$ cat src/rtl/ifm_pkg.sv
// Shared constants, lane derivation and FSM state type for the IFM loader.
package ifm_pkg;

  localparam int IFM_IN_W   = 32;
  localparam int IFM_DATA_W = 128;
  localparam int IFM_ADDR_W = 10;  // must match the IFM buffer address width

  function automatic int ifm_lanes(input int data_w, input int in_w);
    return data_w / in_w;
  endfunction

  localparam int IFM_LANES = ifm_lanes(IFM_DATA_W, IFM_IN_W);

  typedef enum logic [1:0] {
    ST_IDLE = 2'd0,
    ST_LOAD = 2'd1,
    ST_DONE = 2'd2
  } ifm_state_e;

endpackage

$ cat src/rtl/ifm_word_packer.sv
// Packs IN_W-bit beats little-endian into DATA_W-bit words and emits a
// registered write strobe with the packed word when a word completes or is flushed.
module ifm_word_packer
  import ifm_pkg::*;
#(
  parameter int IN_W   = IFM_IN_W,
  parameter int DATA_W = IFM_DATA_W
) (
  input  logic              clk,
  input  logic              rst,
  input  logic              i_clear,
  input  logic              i_beat,
  input  logic              i_flush,
  input  logic [IN_W-1:0]   i_data,
  output logic              o_lane_last,
  output logic              o_wr_en,
  output logic [DATA_W-1:0] o_wr_data
);

  localparam int LANES  = ifm_lanes(DATA_W, IN_W);
  localparam int LANE_W = (LANES > 1) ? $clog2(LANES) : 1;
  localparam logic [LANE_W-1:0] LAST_LANE = LANE_W'(LANES - 1);

  logic [LANE_W-1:0] r_lane_cnt;
  logic [DATA_W-1:0] r_lanes;
  logic [DATA_W-1:0] w_merged;
  logic              w_emit;

  always_comb begin
    w_merged = r_lanes;
    w_merged[r_lane_cnt*IN_W +: IN_W] = i_data;
  end

  assign o_lane_last = (r_lane_cnt == LAST_LANE);
  assign w_emit      = i_beat & (o_lane_last | i_flush);

  // The lane register is zeroed after every emitted word, so a flushed
  // partial word already carries zeros in its unfilled upper lanes.
  always_ff @(posedge clk) begin
    if (rst) begin
      r_lane_cnt <= '0;
      r_lanes    <= '0;
      o_wr_en    <= 1'b0;
      o_wr_data  <= '0;
    end else begin
      o_wr_en <= w_emit;
      if (i_clear) begin
        r_lane_cnt <= '0;
        r_lanes    <= '0;
      end else if (w_emit) begin
        o_wr_data  <= w_merged;
        r_lanes    <= '0;
        r_lane_cnt <= '0;
      end else if (i_beat) begin
        r_lanes    <= w_merged;
        r_lane_cnt <= r_lane_cnt + LANE_W'(1);
      end
    end
  end

endmodule

$ cat src/rtl/ifm_loader.sv
// Loads one tile of packed words into the IFM buffer per start request:
// FSM, word/address counters and sticky framing error around the word packer.
module ifm_loader
  import ifm_pkg::*;
#(
  parameter int IN_W   = IFM_IN_W,
  parameter int DATA_W = IFM_DATA_W,
  parameter int ADDR_W = IFM_ADDR_W
) (
  input  logic              clk,
  input  logic              rst,
  input  logic              start,
  input  logic [ADDR_W-1:0] base_addr,
  input  logic [ADDR_W:0]   num_words,
  input  logic [IN_W-1:0]   s_data,
  input  logic              s_valid,
  input  logic              s_last,
  output logic              s_ready,
  output logic              wr_en,
  output logic [ADDR_W-1:0] wr_addr,
  output logic [DATA_W-1:0] wr_data,
  output logic              busy,
  output logic              done,
  output logic              err
);

  ifm_state_e        r_state, w_state_nxt;
  logic [ADDR_W-1:0] r_base, r_wr_addr;
  logic [ADDR_W:0]   r_num_words, r_word_cnt;
  logic              r_s_ready, r_busy, r_done, r_err;
  logic              w_start_ok, w_beat, w_lane_last, w_last_word;
  logic              w_tile_end, w_flush, w_word_done;
  logic              w_s_ready_nxt, w_busy_nxt, w_done_nxt, w_err_set;

  assign w_start_ok  = start & (r_state == ST_IDLE);
  assign w_beat      = s_valid & r_s_ready;
  assign w_last_word = ((r_word_cnt + (ADDR_W+1)'(1)) == r_num_words);
  assign w_tile_end  = w_beat & w_lane_last & w_last_word;
  assign w_flush     = w_beat & s_last & ~w_tile_end;
  assign w_word_done = w_beat & (w_lane_last | s_last);

  ifm_word_packer #(.IN_W(IN_W), .DATA_W(DATA_W)) u_packer (
    .clk         (clk),
    .rst         (rst),
    .i_clear     (w_start_ok),
    .i_beat      (w_beat),
    .i_flush     (w_flush),
    .i_data      (s_data),
    .o_lane_last (w_lane_last),
    .o_wr_en     (wr_en),
    .o_wr_data   (wr_data)
  );

  // State register
  always_ff @(posedge clk) begin
    if (rst) r_state <= ST_IDLE;
    else     r_state <= w_state_nxt;
  end

  // Next-state logic
  always_comb begin
    w_state_nxt = r_state;
    case (r_state)
      ST_IDLE: begin
        if (w_start_ok) w_state_nxt = (num_words == '0) ? ST_DONE : ST_LOAD;
        else            w_state_nxt = ST_IDLE;
      end
      ST_LOAD: begin
        if (w_tile_end | w_flush) w_state_nxt = ST_DONE;
        else                      w_state_nxt = ST_LOAD;
      end
      ST_DONE: w_state_nxt = ST_IDLE;
      default: w_state_nxt = ST_IDLE;
    endcase
  end

  // Output decode, evaluated one cycle ahead so every output is a flop
  always_comb begin
    w_s_ready_nxt = (w_state_nxt == ST_LOAD);
    w_busy_nxt    = (w_state_nxt != ST_IDLE);
    w_done_nxt    = (r_state == ST_DONE);
    w_err_set     = (w_tile_end & ~s_last) | w_flush;
  end

  // Tile parameters, counters and registered status outputs
  always_ff @(posedge clk) begin
    if (rst) begin
      r_base      <= '0;
      r_num_words <= '0;
      r_word_cnt  <= '0;
      r_wr_addr   <= '0;
      r_s_ready   <= 1'b0;
      r_busy      <= 1'b0;
      r_done      <= 1'b0;
      r_err       <= 1'b0;
    end else begin
      r_s_ready <= w_s_ready_nxt;
      r_busy    <= w_busy_nxt;
      r_done    <= w_done_nxt;
      if (w_start_ok) begin
        r_base      <= base_addr;
        r_num_words <= num_words;
        r_word_cnt  <= '0;
        r_err       <= 1'b0;
      end else begin
        if (w_word_done) begin
          r_wr_addr  <= r_base + r_word_cnt[ADDR_W-1:0];
          r_word_cnt <= r_word_cnt + (ADDR_W+1)'(1);
        end
        if (w_err_set) r_err <= 1'b1;
      end
    end
  end

  assign s_ready = r_s_ready;
  assign wr_addr = r_wr_addr;
  assign busy    = r_busy;
  assign done    = r_done;
  assign err     = r_err;

endmodule

$ cat config.mk
export PLATFORM = sky130hd
export DESIGN_NAME = ifm_loader
export DESIGN_NICKNAME = d
export VERILOG_FILES = /design/src/rtl/ifm_pkg.sv /design/src/rtl/ifm_word_packer.sv /design/src/rtl/ifm_loader.sv
export SDC_FILE = /design/constraint.sdc
export NUM_CORES = 1
export LEC_CHECK = 0
export ABC_CLOCK_PERIOD_IN_PS = 4200
export CAP_MARGIN = 10
export CELL_PAD_IN_SITES_DETAIL_PLACEMENT = 0
export CELL_PAD_IN_SITES_GLOBAL_PLACEMENT = 1
export CORE_AREA = 2 2 190 192
export DETAILED_ROUTE_END_ITERATION = 6
export DIE_AREA = 0 0 192 194
export PLACE_DENSITY = 0.8
export SLEW_MARGIN = 5
export SYNTH_ARGS = -nofsm -noshare
export SYNTH_HDL_FRONTEND = slang
export SYNTH_HIERARCHICAL = 1
export SYNTH_SLANG_ARGS = --single-unit
$ cat constraint.sdc
create_clock -name clk -period 4.2 [get_ports clk]
set_input_delay 0.84 -clock clk [delete_from_list [all_inputs] [get_ports clk]]
set_output_delay 0.84 -clock clk [all_outputs]
set_load 0.005 [all_outputs]
Run 1, wiring heat map:
Scale bar: 50 um. 38 x 39 tiles, from dark blue (low) to red (high), scaled to the fullest tile. Values are wire area over tile area, all layers added.
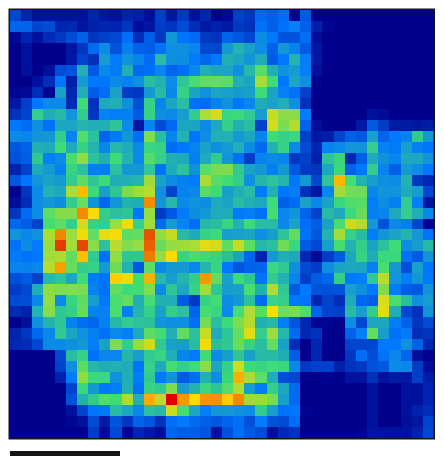
tiles over half the peak = 13%
nearly empty tiles = 15%
emptiest ninth of the die = upper right
mean over tiles = 0.21
fullest tile = 0.74
global-route total usage across every layer: 0.247
final WL: 47600 um

Run 1, where the registers sit:
Scale bar: 50 um. Other sequential cells in the stronger gray, the rest of the logic in the fainter gray.
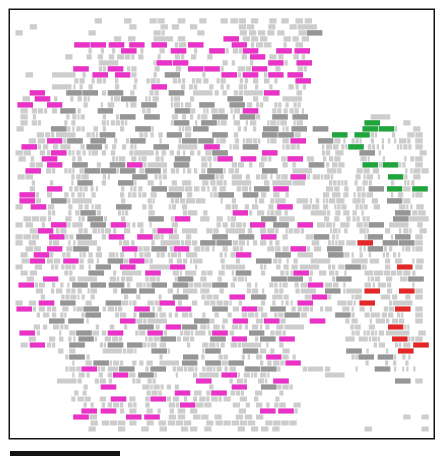
magenta -> u_packer/o_wr_data  # placed flops 128
green -> r_num_words  # placed flops 11
red -> wr_addr  # placed flops 10
not colored = 158
post-route core utilization: 0.492
area taken by flip-flops and latches: 6150 um2
Sequential Power: 2.99 mW
flop share of the area: 0.355

==> flow report, run 1 <==
RUN STATUS
-----------------------------------------------------------------------------------------------------------------
Status                                                                                               finished clean

ROUTING
-----------------------------------------------------------------------------------------------------------------
Routed via count divided by cell count                                                                       5.89
Count of antenna-violating nets left after detailed routing                                                     0
First-pass iteration count of the detailed router                                                               6
Vias post-DR                                                                                                13043
Detailed router's first-iteration violation count                                                            1245
Detailed-route DRC error count                                                                                  0
Average wire per cell in the routed design                                                                21.5 um

FLOORPLAN
-----------------------------------------------------------------------------------------------------------------
Core Rows                                                                                                      69
Die y size                                                                                                 194 um
Pre-Place Util                                                                                              0.405
Top-level I/O count                                                                                           201
Area inside the core boundary                                                                           35200 um2
Width of the die                                                                                           192 um
Area of the die                                                                                         37200 um2

SETUP PATH
-----------------------------------------------------------------------------------------------------------------
Launching instance or port of the critical path                                                      r_word_cnt[0]
Crit path required time                                                                                   4.66 ns
Worst r2r dst                                                                                        u_packer/r_lanes[41]
Crit path largest cell delay                                                                              0.58 ns
Library cell contributing the largest single delay on the critical path                                     or3_4
Count of cells along the worst register-to-register path                                                       11
Arrival time of data at the critical path endpoint                                                        3.98 ns
Capturing instance or port of the critical path                                                      u_packer/r_lanes[41]
WP buf/inv                                                                                                      2
Setup slack on the worst flop-to-flop path                                                                0.68 ns
Critical path launch point type                                                                          register
Critical Path End Type                                                                                   register
Worst flop-to-flop path startpoint                                                                   r_word_cnt[0]
Crit path cell chain                                                                                 ha_1 -> nand3_1 -> or3_2 -> a22oi_1 -> o2111a_1 -> a21o_2 -> inv_1 -> o21a_4 -> or3_4 -> buf_12 -> a21oi_1
Biggest fanout along the worst timing path                                                                     54
Crit-path leading delay family                                                                       simple AND/OR/NAND/NOR gates
Logic depth of the worst path, buffers included                                                                11
Worst setup path category                                                                                 reg2reg

POWER
-----------------------------------------------------------------------------------------------------------------
Power attributed to the clock group                                                                       3.16 mW
Sw power                                                                                                  1.76 mW
Maximum resistive drop on vdd                                                                            0.485 mV
Biggest power consumer among the groups                                                              the clock network
Gate power share                                                                                            0.092
Leakage power summed over all cells                                                                       5.14 nW
Proportion of power drawn by flip-flops and latches                                                         0.441
Portion of total power attributed to the clock network                                                      0.467
Combinational power                                                                                        620 uW
PwrDens                                                                                                391 nW/um2
Internal portion of total power                                                                           5.01 mW
Switching share of total power                                                                              0.259

YOSYS
-----------------------------------------------------------------------------------------------------------------
Post-Synth AOI/OAI Area                                                                                     0.244
Number of distinct library cells after synthesis                                                               66
Post-synthesis async set-or-reset flop share                                                                    0
XOR Share, Synth                                                                                           0.0135
Top-area cell type share of the netlist area                                                                0.431
Yosys cell count                                                                                             1663
Portion of netlist area occupied by mux cells                                                            0.000702
Simple Share, Synth                                                                                         0.217
Dominant combinational cell family by area after synthesis                                           AND-OR/OR-AND gates
Ranking of synthesized cells by area                                                                 dfxtp_1 43%, a21oi_1 8.8%, a311oi_1 4.8%
Most used standard cells in the synthesized netlist                                                  307 x dfxtp_1, 252 x a21oi_1, 167 x nand2_1
Arithmetic-cell share of the synthesized area counting full adders, half adders and majority gates         0.0154
Syn Area/Cell                                                                                            8.57 um2
Library cell with the highest instance count after synthesis                                              dfxtp_1
Gate count of the mapped netlist                                                                             1663
Top FF cell, synth                                                                                        dfxtp_1
Yosys chip area                                                                                         14300 um2
Post-synthesis sequential area ratio                                                                        0.431
Yosys warning count                                                                                             6
Post-synthesis instance area                                                                            14300 um2
Cell type with the largest total area after synthesis                                                     dfxtp_1
Register bit total from synthesis                                                                             307
Mapped Nets                                                                                                  1738
Post-synth tally of flip-flops with integrated enable                                                           0

CLOCKING
-----------------------------------------------------------------------------------------------------------------
H-Tree Level Count                                                                                              2
CTS tree                                                                                                     done
Clock tree root driver cell                                                                             clkbuf_16
Number of gates resized after cts                                                                               0
Clock buffers created by TritonCTS                                                                             36
TritonCTS Sinks                                                                                               307
Number of hold-repair buffers added at the cts stage                                                            0
Clock-pin slew reported for the worst setup and hold paths after clock tree synthesis                     0.06 ns
Setup repair bufs after CTS                                                                                     0
Clock latency on the worst-skew pair                                                                      0.53 ns
Largest buffer count on any clock path                                                                          3

PLACEMENT
-----------------------------------------------------------------------------------------------------------------
Post-DP HPWL                                                                                             29500 um
Final weighted congestion of routability-driven global placement                                            0.874
Setup WS pre-CTS                                                                                         0.624 ns
Port bufs                                                                                                     200

LAYOUT
-----------------------------------------------------------------------------------------------------------------
Area growth, synth to finish                                                                                21.6%
Fraction of layout instances using a drive strength above 1                                                 0.102
Most frequent logic cell in the layout                                                                    dfxtp_1
Most instantiated logic cells after routing                                                          307 x dfxtp_1, 252 x a21oi_1, 199 x clkdlybuf4s50_1
Final nets                                                                                                   1803
Top flop regs                                                                                        u_packer/o_wr_data (128), u_packer/r_lanes (128)
Antenna diode instance count                                                                                    0

TIMING
-----------------------------------------------------------------------------------------------------------------
Fmax                                                                                                    0.284 GHz
Total count of max-transition violations in the final report                                                    0
Final critical path time including I/O delays and setup                                                   3.52 ns
RSZ-0062 raised after global routing                                                                           no
Final hold violations                                                                                           0
Worst-case hold slack                                                                                    0.450 ns
Least-Margin Pin Slew                                                                                     1.17 ns
Max_slew headroom                                                                                           0.218
Worst-case clock skew                                                                                   0.0150 ns
Final worst-path cycle share                                                                                0.838
PnR worst setup slack                                                                                    0.682 ns
Number of failing setup endpoints in the final timing report                                                    0
Setup_tns                                                                                                    0 ns

RUN
-----------------------------------------------------------------------------------------------------------------
Reported max-cap violation count                                                                                0
Number of OpenROAD warnings                                                                                    35

GLOBAL ROUTE
-----------------------------------------------------------------------------------------------------------------
Vias in the first global route                                                                              12342
Largest net degree at the start of global routing                                                             129
Global-route wire length before repair                                                                   72900 um
Gr ovfl total                                                                                                   0
Antenna violations before repair                                                                                0

MIN PATH
-----------------------------------------------------------------------------------------------------------------
Startpoint of the worst hold path                                                                      wr_addr[5]
Worst hold path class                                                                                     reg2reg
Hold Path Cell Cnt                                                                                              2
Hold Path Sink                                                                                         wr_addr[5]

Run 1, routing congestion:
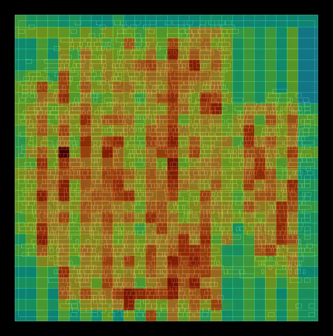
grt met3 use: 0.0420
busiest grt layer: met2
fraction of met2 tracks used by global routing: 0.403

## run 1: per-stage QoR
step                       util  instance area, um2  power (mW)  cells
final                     0.492               17300        6.77   2216
after global placement    0.458               16100        3.66   2151
after CTS                 0.492               17300        6.81   2216
after floorplan               -               14300        3.44   1663
after detailed placement  0.458               16100        3.66   2151
after global routing      0.492               17300        6.97   2216
## run 1: layout make-up
| class | count | area, um2 |
|---|---|---|
| Sequential cell | 307 | 6150 |
| Inverter | 12 | 47.5 |
| Fill cell | 3394 | 17900 |
| Tap cell | 461 | 577 |
| Multi-Input combinational cell | 1137 | 7040 |
| Clock buffer | 49 | 1030 |
| Clock inverter | 16 | 171 |
| Timing Repair Buffer | 234 | 2330 |
## run 1: metal layers
layer	wire, um	track usage
met1	20300	0.331
met2	22500	0.403
met3	3280	0.0420
met4	1480	0.0789
met5	0	0
Run 1, metal layers overlaid:
Scale bar: 50 um.
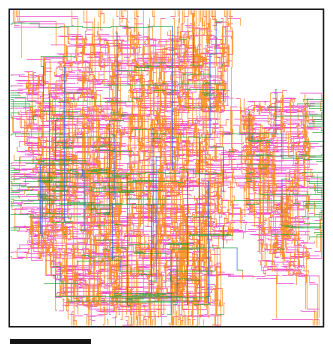

--- run 2 (diff from run 1) ---
- ABC_CLOCK_PERIOD_IN_PS: 4200 -> 2800
- CORE_AREA: 2 2 190 192 -> 2 2 200 202
- DIE_AREA: 0 0 192 194 -> 0 0 202 204
- PLACE_DENSITY: 0.8 -> 0.76
- clock period: 4.2 -> 2.8 ns (I/O delays scaled with it)
Run 2, metal layers overlaid:
Scale bar: 50 um.
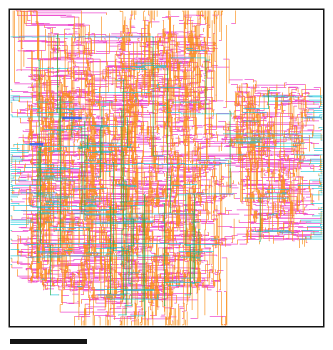
blue -> met5  # wire length 18.4 um
cyan -> met3  # wire length 3290 um
orange -> met2  # wire length 23.0 mm
green -> met4  # wire length 1860 um
magenta -> met1  # wire length 21.9 mm
vias post-DR: 13382
global-route total usage across every layer: 0.234
average wire per cell in the routed design: 21.4 um

==> run 2 against run 1 <==
Net effect: clock power up 53%; wire length grew 5.2%; global-route usage down 1.3 points; synthesized cell count stayed put; clock skew grew 0.016 ns; synthesized area unchanged; fmax up 26%; die area increased by 11%; register-to-register slack lost 0.67 ns; critical path depth unchanged; sequential share of layout area is 1.9 points lower; power up 53%; critical path type unchanged; largest power group unchanged.
==> flow report, run 2 <==
ROUTING
----------------------------------------------------------------------------------------------------
WL met1                                                                                     21900 um
Max layer used                                                                                  met5
Detailed-route DRC error count                                                                     0
Count of antenna-violating nets left after detailed routing                                        0
Detailed-routed wire length on met3                                                          3290 um
First-pass iteration count of the detailed router                                                  7
Detailed router's first-iteration violation count                                               1012
Final WL                                                                                    50000 um
Detail Route met2 WL                                                                        23000 um

FLOORPLAN
----------------------------------------------------------------------------------------------------
Width of the die                                                                              202 um
Area of the die                                                                            41200 um2
Die y size                                                                                    204 um
Area inside the core boundary                                                              39200 um2
Number of tap cells added at floorplan                                                           525
Pre-Place Util                                                                                 0.364
Core Rows                                                                                         73
Top-level I/O count                                                                              201

TIMING
----------------------------------------------------------------------------------------------------
Number of failing setup endpoints in the final timing report                                       0
Worst-case clock skew                                                                      0.0314 ns
Worst-case hold slack                                                                       0.450 ns
Final critical path time including I/O delays and setup                                      2.78 ns
Final hold violations                                                                              0
RSZ-0062 raised after global routing                                                             yes
Final worst-path cycle share                                                                   0.994
PnR worst setup slack                                                                      0.0160 ns
Max_slew headroom                                                                              0.503
Fmax                                                                                       0.359 GHz
Total count of max-transition violations in the final report                                       0
Least-Margin Pin Slew                                                                       0.743 ns
Setup_tns                                                                                       0 ns

LAYOUT
----------------------------------------------------------------------------------------------------
Number of filler instances in the final layout                                                  3734
Clock-cell share                                                                              0.0663
Final non-clock buffer share                                                                   0.166
# clk buffers                                                                                     52
Max-area cell class                                                                     multi-input combinational cells
Flop share of the area                                                                         0.335
FF+latch count                                                                                   307
Fraction of layout instances using a drive strength above 1                                    0.164
Multi-input gate share of total cell area                                                      0.394
Area taken by flip-flops and latches                                                        6160 um2
Non-Filler Cell Area, Final                                                                18400 um2
Fin cells                                                                                       2341
Logic Gate Count                                                                                1137
Area taken by multi-input logic gates                                                       7250 um2
Non-clock inverters                                                                               12
Repair and plain buffers                                                                         295
Antenna diode instance count                                                                       0
Post-route core utilization                                                                    0.469
Final nets                                                                                      1865
Most instantiated logic cells after routing                                             298 x dfxtp_1, 221 x a21oi_1, 199 x clkdlybuf4s50_1
Top flop regs                                                                           u_packer/o_wr_data (128), u_packer/r_lanes (128)

SETUP PATH
----------------------------------------------------------------------------------------------------
WP buf/inv                                                                                         3
Crit path required time                                                                      3.27 ns
Worst flop-to-flop path startpoint                                                      r_word_cnt[6]
Count of cells along the worst register-to-register path                                          11
Biggest fanout along the worst timing path                                                         7
Critical Path End Type                                                                      register
Crit path largest cell delay                                                                 0.54 ns
Worst r2r dst                                                                           u_packer/r_lanes[11]
Crit-path leading delay family                                                          simple AND/OR/NAND/NOR gates
Setup slack on the worst flop-to-flop path                                                   0.02 ns
Critical path launch point type                                                             register
Worst setup path category                                                                    reg2reg
Arrival time of data at the critical path endpoint                                           3.26 ns

RUN
----------------------------------------------------------------------------------------------------
Reported max-cap violation count                                                                   0

POWER
----------------------------------------------------------------------------------------------------
Gate power share                                                                               0.104
Internal portion of total power                                                              7.69 mW
PwrDens                                                                                   565 nW/um2
Combinational power                                                                          1.08 mW
Sw power                                                                                     2.69 mW
Switching share of total power                                                                 0.259
Biggest power consumer among the groups                                                 the clock network
Leakage power summed over all cells                                                          5.56 nW
Sequential Power                                                                             4.48 mW
Power attributed to the clock group                                                          4.83 mW
Maximum resistive drop on vdd                                                               0.319 mV

GLOBAL ROUTE
----------------------------------------------------------------------------------------------------
Vias in the first global route                                                                 12672
Gr ovfl total                                                                                      0
Busiest grt layer                                                                               met2
Global-route wire length before repair                                                      76000 um
GR Util met1                                                                                   0.311
Largest net degree at the start of global routing                                                130
Antenna violations before repair                                                                   2
Fraction of met2 tracks used by global routing                                                 0.370

RUN STATUS
----------------------------------------------------------------------------------------------------
Status                                                                                  finished clean

YOSYS
----------------------------------------------------------------------------------------------------
Cell type with the largest total area after synthesis                                        dfxtp_1
Register bit total from synthesis                                                                307
Yosys chip area                                                                            14300 um2
Most used standard cells in the synthesized netlist                                     307 x dfxtp_1, 252 x a21oi_1, 167 x nand2_1
Yosys cell count                                                                                1663
Post-synth tally of flip-flops with integrated enable                                              0
Syn Area/Cell                                                                               8.57 um2
Gate count of the mapped netlist                                                                1663
Top FF cell, synth                                                                           dfxtp_1
Library cell with the highest instance count after synthesis                                 dfxtp_1
Post-synthesis async set-or-reset flop share                                                       0
Post-synthesis sequential area ratio                                                           0.431
Ranking of synthesized cells by area                                                    dfxtp_1 43%, a21oi_1 8.8%, a311oi_1 4.8%

CLOCKING
----------------------------------------------------------------------------------------------------
Number of hold-repair buffers added at the cts stage                                               0
Largest buffer count on any clock path                                                             3
H-Tree Level Count                                                                                 2
Setup repair bufs after CTS                                                                        6
Clock-pin slew reported for the worst setup and hold paths after clock tree synthesis        0.06 ns
CTS tree                                                                                        done
Clock buffers created by TritonCTS                                                                37
Number of gates resized after cts                                                                 36
Clock latency on the worst-skew pair                                                         0.55 ns
Clock tree root driver cell                                                                clkbuf_16

MIN PATH
----------------------------------------------------------------------------------------------------
Startpoint of the worst hold path                                                         wr_addr[2]
Worst hold path class                                                                        reg2reg
Hold Path Sink                                                                            wr_addr[2]
Hold Path Cell Cnt                                                                                 2

PLACEMENT
----------------------------------------------------------------------------------------------------
Placed cell area                                                                           16700 um2
Port bufs                                                                                        200
Final weighted congestion of routability-driven global placement                               0.863
Post-DP HPWL                                                                                31700 um
Post-placement cell count                                                                       2263

Run 2, wiring heat map:
Scale bar: 50 um. 20 x 20 tiles, from dark blue (low) to red (high), scaled to the fullest tile. Values are wire area over tile area, all layers added.
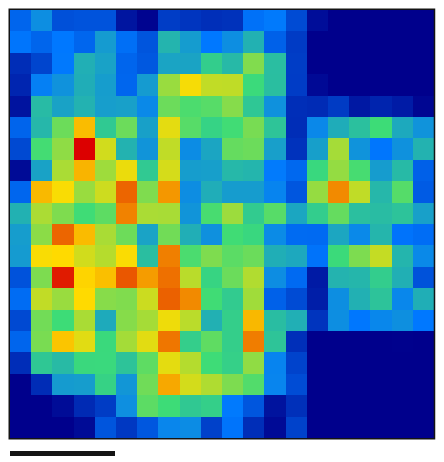
emptiest ninth of the die = lower right
mean over tiles = 0.20
tiles over half the peak = 31%
nearly empty tiles = 15%

-- run 2: how the worst max path moves through the flow --
stage / from / end / slack (ns) / cells after the start
final: r_word_cnt[6] / u_packer/r_lanes[11] / 0.02 / 11
after global routing: r_word_cnt[6] / u_packer/r_lanes[22] / -0.05 / 11
after CTS: r_word_cnt[3] / u_packer/r_lanes[48] / -0.03 / 11
after detailed placement: s_valid / u_packer/r_lanes[16] / -0.13 / 11
after global placement: s_valid / u_packer/r_lanes[9] / -0.12 / 11
after floorplan: r_word_cnt[0] / u_packer/r_lanes[101] / -0.006 / 14
-- run 2: logic make-up after synthesis --
group           share of synthesized area
mux                              0.000702
xor+xnor                           0.0135
simple gates                        0.217
buf+inv                            0.0783
compound gates                      0.244
fa+ha+maj                          0.0154
flops                               0.431
--- run 3 (diff from run 2) ---
- GPL_TIMING_DRIVEN: not set -> 0
Run 3, where the registers sit:
Scale bar: 50 um. Other sequential cells in the stronger gray, the rest of the logic in the fainter gray.
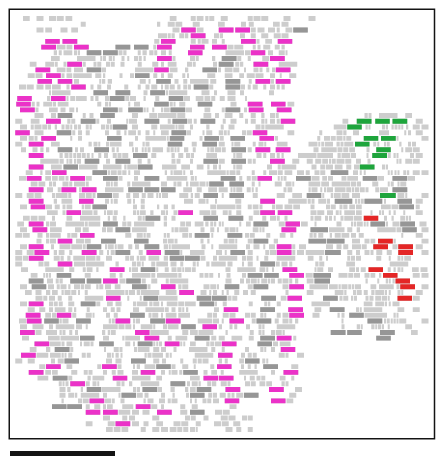
red -> wr_addr  # placed flops 10, where middle right
green -> r_num_words  # placed flops 11
magenta -> u_packer/o_wr_data  # placed flops 128
not colored = 158

==> run 3 against run 2 <==
Net effect: the run now ends with negative setup slack left; via count rose by 4.2%; first-iteration DRC count is 4.8% higher; die area unchanged; critical endpoint is now u_packer/r_lanes[38]; critical path depth grew 2.
==> flow report, run 3 <==
YOSYS
-----------------------------------------------------------------------------------------------------------------
Post-synthesis instance area                                                                            14300 um2
Yosys warning count                                                                                             6
Post-Synth AOI/OAI Area                                                                                     0.244
Yosys cell count                                                                                             1663
Portion of netlist area occupied by mux cells                                                            0.000702
Syn Area/Cell                                                                                            8.57 um2
Register bit total from synthesis                                                                             307
Arithmetic-cell share of the synthesized area counting full adders, half adders and majority gates         0.0154
Cell type with the largest total area after synthesis                                                     dfxtp_1
Dominant combinational cell family by area after synthesis                                           AND-OR/OR-AND gates
Simple Share, Synth                                                                                         0.217
Number of distinct library cells after synthesis                                                               66
XOR Share, Synth                                                                                           0.0135
Post-synth tally of flip-flops with integrated enable                                                           0
Top FF cell, synth                                                                                        dfxtp_1
Post-synthesis async set-or-reset flop share                                                                    0
Gate count of the mapped netlist                                                                             1663

CLOCKING
-----------------------------------------------------------------------------------------------------------------
Clock buffers created by TritonCTS                                                                             36
Clock tree root driver cell                                                                             clkbuf_16
Clock latency on the worst-skew pair                                                                      0.53 ns
H-Tree Level Count                                                                                              2
Clock-pin slew reported for the worst setup and hold paths after clock tree synthesis                     0.06 ns
Number of hold-repair buffers added at the cts stage                                                            0

ROUTING
-----------------------------------------------------------------------------------------------------------------
Count of antenna-violating nets left after detailed routing                                                     0
Detailed router's first-iteration violation count                                                            1061
Final WL                                                                                                 54300 um

RUN STATUS
-----------------------------------------------------------------------------------------------------------------
Violations in the final reports                                                                      negative setup slack
Status                                                                                               finished, violations left

FLOORPLAN
-----------------------------------------------------------------------------------------------------------------
Width of the die                                                                                           202 um
Number of tap cells added at floorplan                                                                        525
Die y size                                                                                                 204 um
Area inside the core boundary                                                                           39200 um2
Top-level I/O count                                                                                           201
Pre-Place Util                                                                                              0.364
Area of the die                                                                                         41200 um2

SETUP PATH
-----------------------------------------------------------------------------------------------------------------
WP buf/inv                                                                                                      5
Critical path launch point type                                                                          register
Crit-path leading delay family                                                                       simple AND/OR/NAND/NOR gates
Critical Path End Type                                                                                   register
Worst setup path category                                                                                 reg2reg
Crit path largest cell delay                                                                              0.44 ns
Biggest fanout along the worst timing path                                                                      9
Library cell contributing the largest single delay on the critical path                                     or3_4
Count of cells along the worst register-to-register path                                                       13
Arrival time of data at the critical path endpoint                                                        3.33 ns
Worst flop-to-flop path startpoint                                                                   r_word_cnt[1]

TIMING
-----------------------------------------------------------------------------------------------------------------
Final critical path time including I/O delays and setup                                                   2.88 ns
Final worst-path cycle share                                                                                 1.03
Final hold violations                                                                                           0
Total count of max-transition violations in the final report                                                    0
PnR worst setup slack                                                                                  -0.0797 ns
Number of failing setup endpoints in the final timing report                                                  101
Worst-case hold slack                                                                                    0.393 ns
RSZ-0062 raised after global routing                                                                          yes

LAYOUT
-----------------------------------------------------------------------------------------------------------------
Fin cells                                                                                                    2462
Area taken by multi-input logic gates                                                                    7760 um2
Post-route core utilization                                                                                 0.499
Area growth, synth to finish                                                                                37.2%
Most instantiated logic cells after routing                                                          297 x dfxtp_1, 196 x a21oi_1, 168 x clkdlybuf4s50_1
Top flop regs                                                                                        u_packer/o_wr_data (128), u_packer/r_lanes (128)
Final non-clock buffer share                                                                                0.193
Fraction of layout instances using a drive strength above 1                                                 0.225
Clock-cell share                                                                                           0.0590
Final nets                                                                                                   1986
Number of filler instances in the final layout                                                               3689
Max-area cell class                                                                                  multi-input combinational cells
FF+latch count                                                                                                307

POWER
-----------------------------------------------------------------------------------------------------------------
Post-layout power                                                                                         10.3 mW
Maximum resistive drop on vdd                                                                            0.453 mV
PwrDens                                                                                                528 nW/um2

PLACEMENT
-----------------------------------------------------------------------------------------------------------------
Port bufs                                                                                                     168
Post-DP HPWL                                                                                             36900 um
Placed cell area                                                                                        16600 um2

RUN
-----------------------------------------------------------------------------------------------------------------
Number of OpenROAD warnings                                                                                    34
Reported max-cap violation count                                                                                0

MIN PATH
-----------------------------------------------------------------------------------------------------------------
Startpoint of the worst hold path                                                                       s_data[3]
Hold Path Cell Cnt                                                                                              3
Hold Path Sink                                                                                       u_packer/r_lanes[67]

GLOBAL ROUTE
-----------------------------------------------------------------------------------------------------------------
Vias in the first global route                                                                              13368
Gr ovfl total                                                                                                   0
Antenna violations before repair                                                                                0

Run 3, metal layers overlaid:
Scale bar: 50 um.
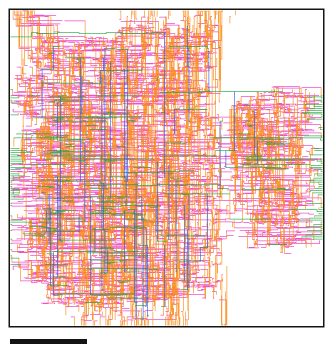
blue -> met4  # wire length 2330 um
orange -> met2  # wire length 25.3 mm
magenta -> met1  # wire length 23.4 mm
green -> met3  # wire length 3290 um
average wire per cell in the routed design: 22.1 um
global-route total usage across every layer: 0.249

[run 3: routing by layer]
layer,part of all wire,vias to the layer above,global-route usage
met4,0.043,0,0.0987
met5,0,-,0
met2,0.47,557,0.414
met1,0.43,6738,0.324
met3,0.061,113,0.0392
li1,-,6533,-
[run 3: power by group]
group	internal, mW	switching, mW	leakage, nW
sequential	4.43	0.0477	2.49
clock	2.75	1.89	0.566
combinational	0.447	0.773	3.07
[run 3: what timing repair did]
| item | 4_1_cts | 5_1_grt |
|---|---|---|
| gates cloned | 5 | 14 |
| gates resized | 140 | 171 |
| pin swaps | 43 | 116 |
| setup buffers | 20 | 8 |
| setup endpoints to repair | 258 | 251 |

==> layout pictures side by side <==
Placed cells, one color a class.
Plate I
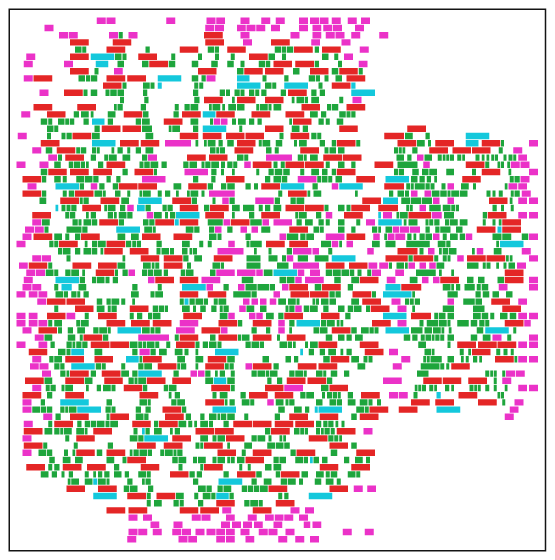
Plate II
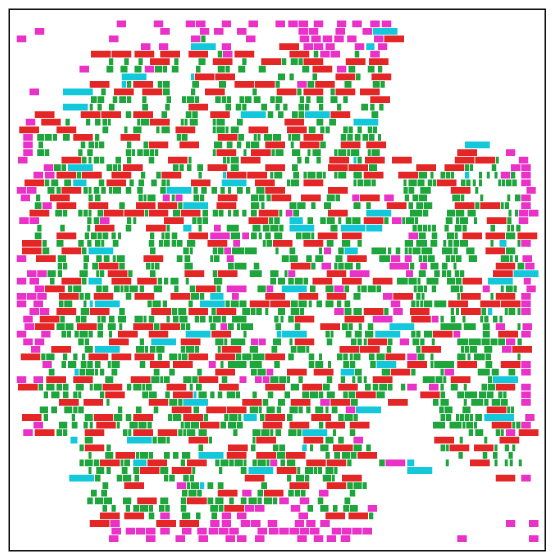
For run 1, see Plate II.
For run 2, see Plate I.

Key to Plate II:
cyan -> clock drivers and dummy loads  # cells 65
magenta -> other buffers and delay cells  # cells 234
green -> all other logic  # cells 1149
red -> flops  # cells 307

Power figures rest on the tool's default switching activity, not on a simulated workload.
